===== src/rtl/idx_serializer_if.sv =====
// Group-in / index-out handshake bundle for idx_serializer.
// slave is the serializer's view, master the producer/consumer side.
interface idx_serializer_if #(
  parameter int IDX_W = 7,
  parameter int NUM_W = 3
);
  logic             in_valid;
  logic             in_ready;
  logic [IDX_W-1:0] idx1;
  logic [IDX_W-1:0] idx2;
  logic [IDX_W-1:0] idx3;
  logic [IDX_W-1:0] idx4;
  logic [NUM_W-1:0] num_found;
  logic             out_valid;
  logic             out_ready;
  logic [IDX_W-1:0] out_idx;
  logic             out_last;
  logic             out_none;
  logic             busy;

  modport slave (
    input  in_valid,
    output in_ready,
    input  idx1,
    input  idx2,
    input  idx3,
    input  idx4,
    input  num_found,
    output out_valid,
    input  out_ready,
    output out_idx,
    output out_last,
    output out_none,
    output busy
  );

  modport master (
    output in_valid,
    input  in_ready,
    output idx1,
    output idx2,
    output idx3,
    output idx4,
    output num_found,
    input  out_valid,
    output out_ready,
    input  out_idx,
    input  out_last,
    input  out_none,
    input  busy
  );
endinterface


===== src/rtl/idx_serializer.sv =====
// Holds one group of up to MAX_NUM set-bit indices and streams them
// out one per beat, idx1 first, with valid/ready on both sides.
module idx_serializer #(
  parameter int IDX_W   = 7,
  parameter int MAX_NUM = 4,
  parameter int NUM_W   = 3
) (
  input logic          i_clk,
  input logic          i_rst_n,
  idx_serializer_if.slave bus
);

  localparam int CNT_W = $clog2(MAX_NUM);

  localparam logic [0:0] IDLE = 1'b0;
  localparam logic [0:0] SEND = 1'b1;

  logic [0:0]       state_q;
  logic [CNT_W-1:0] cnt_q;
  logic [NUM_W-1:0] n_q;
  logic [IDX_W-1:0] held_q [MAX_NUM];

  logic [IDX_W-1:0] in_idx [MAX_NUM];
  logic [NUM_W-1:0] n_in;
  logic             send;
  logic             last;
  logic             none;
  logic             fire;
  logic             take;

  assign in_idx[0] = bus.idx1;
  assign in_idx[1] = bus.idx2;
  assign in_idx[2] = bus.idx3;
  assign in_idx[3] = bus.idx4;

  always_comb begin
    n_in = bus.num_found;
    if (bus.num_found > NUM_W'(MAX_NUM))
      n_in = NUM_W'(MAX_NUM);
  end

  // An empty group still produces one empty-marker beat.
  assign send = (state_q == SEND);
  assign none = send && (n_q == '0);
  assign last = send &&
                ((n_q == '0) ||
                 (NUM_W'(cnt_q) == n_q - NUM_W'(1)));
  assign fire = send && bus.out_ready;

  // Accepting on the last beat keeps back-to-back groups bubble-free.
  assign bus.in_ready = !send || (last && bus.out_ready);
  assign take = bus.in_valid && bus.in_ready;

  assign bus.out_valid = send;
  assign bus.out_last  = last;
  assign bus.out_none  = none;
  assign bus.busy      = send;
  assign bus.out_idx   = (send && !none) ? held_q[cnt_q] : '0;

  always_ff @(posedge i_clk or negedge i_rst_n) begin
    if (!i_rst_n) begin
      state_q <= IDLE;
      cnt_q   <= '0;
      n_q     <= '0;
      for (int i = 0; i < MAX_NUM; i++)
        held_q[i] <= '0;
    end else if (take) begin
      state_q <= SEND;
      cnt_q   <= '0;
      n_q     <= n_in;
      for (int i = 0; i < MAX_NUM; i++)
        held_q[i] <= in_idx[i];
    end else if (fire) begin
      if (last)
        state_q <= IDLE;
      else
        cnt_q <= cnt_q + CNT_W'(1);
    end
  end

endmodule


===== src/flat_wrapper.sv =====
// flat-port wrapper written by rule: the top's interface ports become plain ports
module idx_serializer_flat 
#(
  parameter int IDX_W   = 7,
  parameter int MAX_NUM = 4,
  parameter int NUM_W   = 3
)
  (i_clk, i_rst_n, bus_in_valid, bus_in_ready, bus_idx1, bus_idx2, bus_idx3, bus_idx4, bus_num_found, bus_out_valid, bus_out_ready, bus_out_idx, bus_out_last, bus_out_none, bus_busy);
  idx_serializer_if #(.IDX_W(IDX_W), .NUM_W(NUM_W)) bus_i ();
  input logic i_clk;
  input logic i_rst_n;
  input wire logic [$bits(bus_i.in_valid)-1:0] bus_in_valid;
  output wire logic [$bits(bus_i.in_ready)-1:0] bus_in_ready;
  input wire logic [$bits(bus_i.idx1)-1:0] bus_idx1;
  input wire logic [$bits(bus_i.idx2)-1:0] bus_idx2;
  input wire logic [$bits(bus_i.idx3)-1:0] bus_idx3;
  input wire logic [$bits(bus_i.idx4)-1:0] bus_idx4;
  input wire logic [$bits(bus_i.num_found)-1:0] bus_num_found;
  output wire logic [$bits(bus_i.out_valid)-1:0] bus_out_valid;
  input wire logic [$bits(bus_i.out_ready)-1:0] bus_out_ready;
  output wire logic [$bits(bus_i.out_idx)-1:0] bus_out_idx;
  output wire logic [$bits(bus_i.out_last)-1:0] bus_out_last;
  output wire logic [$bits(bus_i.out_none)-1:0] bus_out_none;
  output wire logic [$bits(bus_i.busy)-1:0] bus_busy;
  assign bus_i.in_valid = bus_in_valid;
  assign bus_in_ready = bus_i.in_ready;
  assign bus_i.idx1 = bus_idx1;
  assign bus_i.idx2 = bus_idx2;
  assign bus_i.idx3 = bus_idx3;
  assign bus_i.idx4 = bus_idx4;
  assign bus_i.num_found = bus_num_found;
  assign bus_out_valid = bus_i.out_valid;
  assign bus_i.out_ready = bus_out_ready;
  assign bus_out_idx = bus_i.out_idx;
  assign bus_out_last = bus_i.out_last;
  assign bus_out_none = bus_i.out_none;
  assign bus_busy = bus_i.busy;
  idx_serializer #(.IDX_W(IDX_W), .MAX_NUM(MAX_NUM), .NUM_W(NUM_W)) u_core (.i_clk(i_clk), .i_rst_n(i_rst_n), .bus(bus_i));
endmodule

===== config.mk =====
export PLATFORM = sky130hd
export DESIGN_NAME = idx_serializer_flat
export DESIGN_NICKNAME = d
export VERILOG_FILES = /design/src/rtl/idx_serializer_if.sv /design/src/rtl/idx_serializer.sv /design/src/flat_wrapper.sv
export SDC_FILE = /design/constraint.sdc
export NUM_CORES = 1
export LEC_CHECK = 0
export CAP_MARGIN = 20
export CORE_ASPECT_RATIO = 1.4
export CORE_UTILIZATION = 48
export CTS_BUF_LIST = sky130_fd_sc_hd__clkbuf_16
export CTS_CLUSTER_DIAMETER = 80
export DETAILED_ROUTE_END_ITERATION = 6
export PLACE_DENSITY_LB_ADDON = 0.1
export RECOVER_POWER = 100
export SKIP_CTS_REPAIR_TIMING = 1
export SLEW_MARGIN = 5
export SYNTH_ARGS = -nofsm -noshare
export SYNTH_HDL_FRONTEND = slang
export SYNTH_SLANG_ARGS = --single-unit
export TNS_END_PERCENT = 10

===== constraint.sdc =====
create_clock -name i_clk -period 2.9 [get_ports i_clk]
set_input_delay 0.58 -clock i_clk [delete_from_list [all_inputs] [get_ports i_clk]]
set_output_delay 0.58 -clock i_clk [all_outputs]
set_load 0.01 [all_outputs]

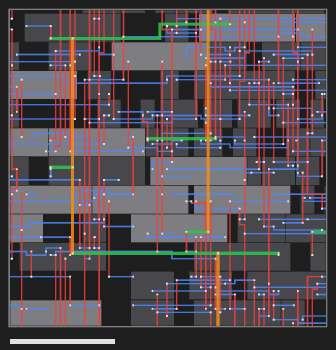
closeup.png
Scale bar: 10 um. Window x 12 to 42, y 22 to 52 um. Cells in grey, sequential cells in the stronger grey; small squares are vias.
Key: M4 = orange; M3 = green; M2 = red; M1 = blue
Most frequent: dfrtp_1 (10), mux2_1 (4). 48 logic cells have their middle in the window. Netlist names of flops here include u_core.held_q (7), u_core.cnt_q (2). Sequential cells in the window: 10.

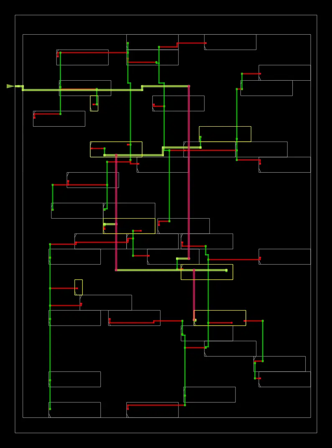
clock_nets.png
CTS buffer count: 5
clk_skew: 0.00545 ns
clock buffers: 5

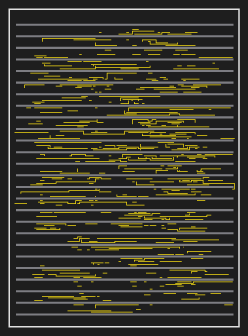
m1.png
Supply wires on this layer in grey.
The longest straight run is 23.9 um. The layer carries 1500 um of wire.
met1 Usage GRT: 0.256
final WL: 3550 um

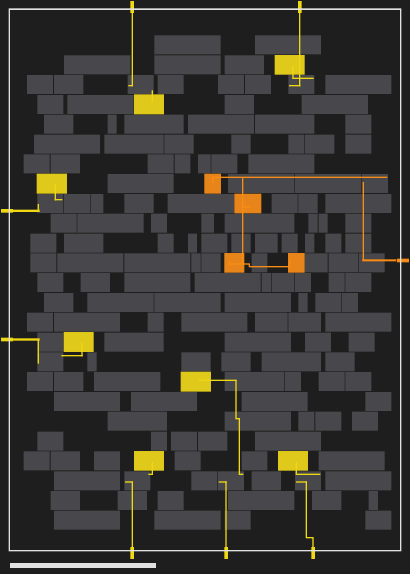
port_trees.png
Scale bar: 20 um.
Key: bus_in_valid = orange [direction input, edge right, end cells 4, wire 62.2 um]; bus_idx2 = yellow [direction input, edge 3 bottom, 2 left, 2 top, end cells 7, wire 103 um]
Port Buffers: 46
I/O Pins: 47

==> GITHUB_STEP_SUMMARY <==
### Flow metrics

| Metric | Value |
|---|---|
| Setup CP Type | `reg -> out` |
| Arrival @ worst endpoint | `2.21 ns` |
| Post-synth top cells | `34 x dfrtp_1, 25 x mux2_4, 7 x and3_1, 7 x mux4_2, 4 x nand2b_1` |
| Core Footprint | `3470 sq um` |
| Ys async rst share | `1.00` |
| Mux cell area share | `0.341` |
| Max-cap check violation count | `1` |
| Htree depth | `2` |
| Antenna diodes | `0` |
| Synth-to-Final Area Change | `28.6%` |
| Total track usage | `0.206` |
| Worst-path clk slew | `0.05 ns` |
| Clock-cell share of area | `0.0578` |
| Max Fclk | `358 MHz` |
| Hold_sp | `u_core.held_q[14]` |
| Status | `finished with violations` |
| Clk pwr share | `0.172` |
| Critical Path Start | `u_core.cnt_q[0]` |
| Final worst path period share | `0.962` |
| Failing checks | `capacitance limit, slew limit` |
| CP Cell Sequence | `buf_4, mux4_2, and3_1, clkdlybuf4s50_1` |
| Cell row count | `25` |
| Commonest Layout Cell | `clkdlybuf4s50_1` |
| Reg power frac | `0.313` |
| Max-slew violations | `35` |
| Adder-cell share of the synthesized area | `0.0140` |
| Drt wl/cell | `17.2 um` |
| Non-clk bufs | `53` |
[sequential cells by signal (all words and copies together) (netlist names)]
register and count:
u_core.held_q 28, u_core.n_q 3, u_core.cnt_q 2, u_core.bus.busy 1
[worst max-delay path, delay by kind of cell (launching register included)]
kind | cells | cell delay [ns]
muxes | 1 | 0.51
buffers and inverters | 2 | 0.73
and+or+nand+nor | 1 | 0.20
DFF | 1 | 0.50
[layer usage]
| layer | GRT usage | vias up | share of wire |
|---|---|---|---|
| met5 | 0 | - | 0 |
| li1 | - | 513 | - |
| met3 | 0.0654 | 7 | 0.053 |
| met2 | 0.324 | 37 | 0.51 |
| met1 | 0.256 | 557 | 0.42 |
| met4 | 0.0965 | 0 | 0.017 |
Power figures rest on the tool's default switching activity, not on a simulated workload.
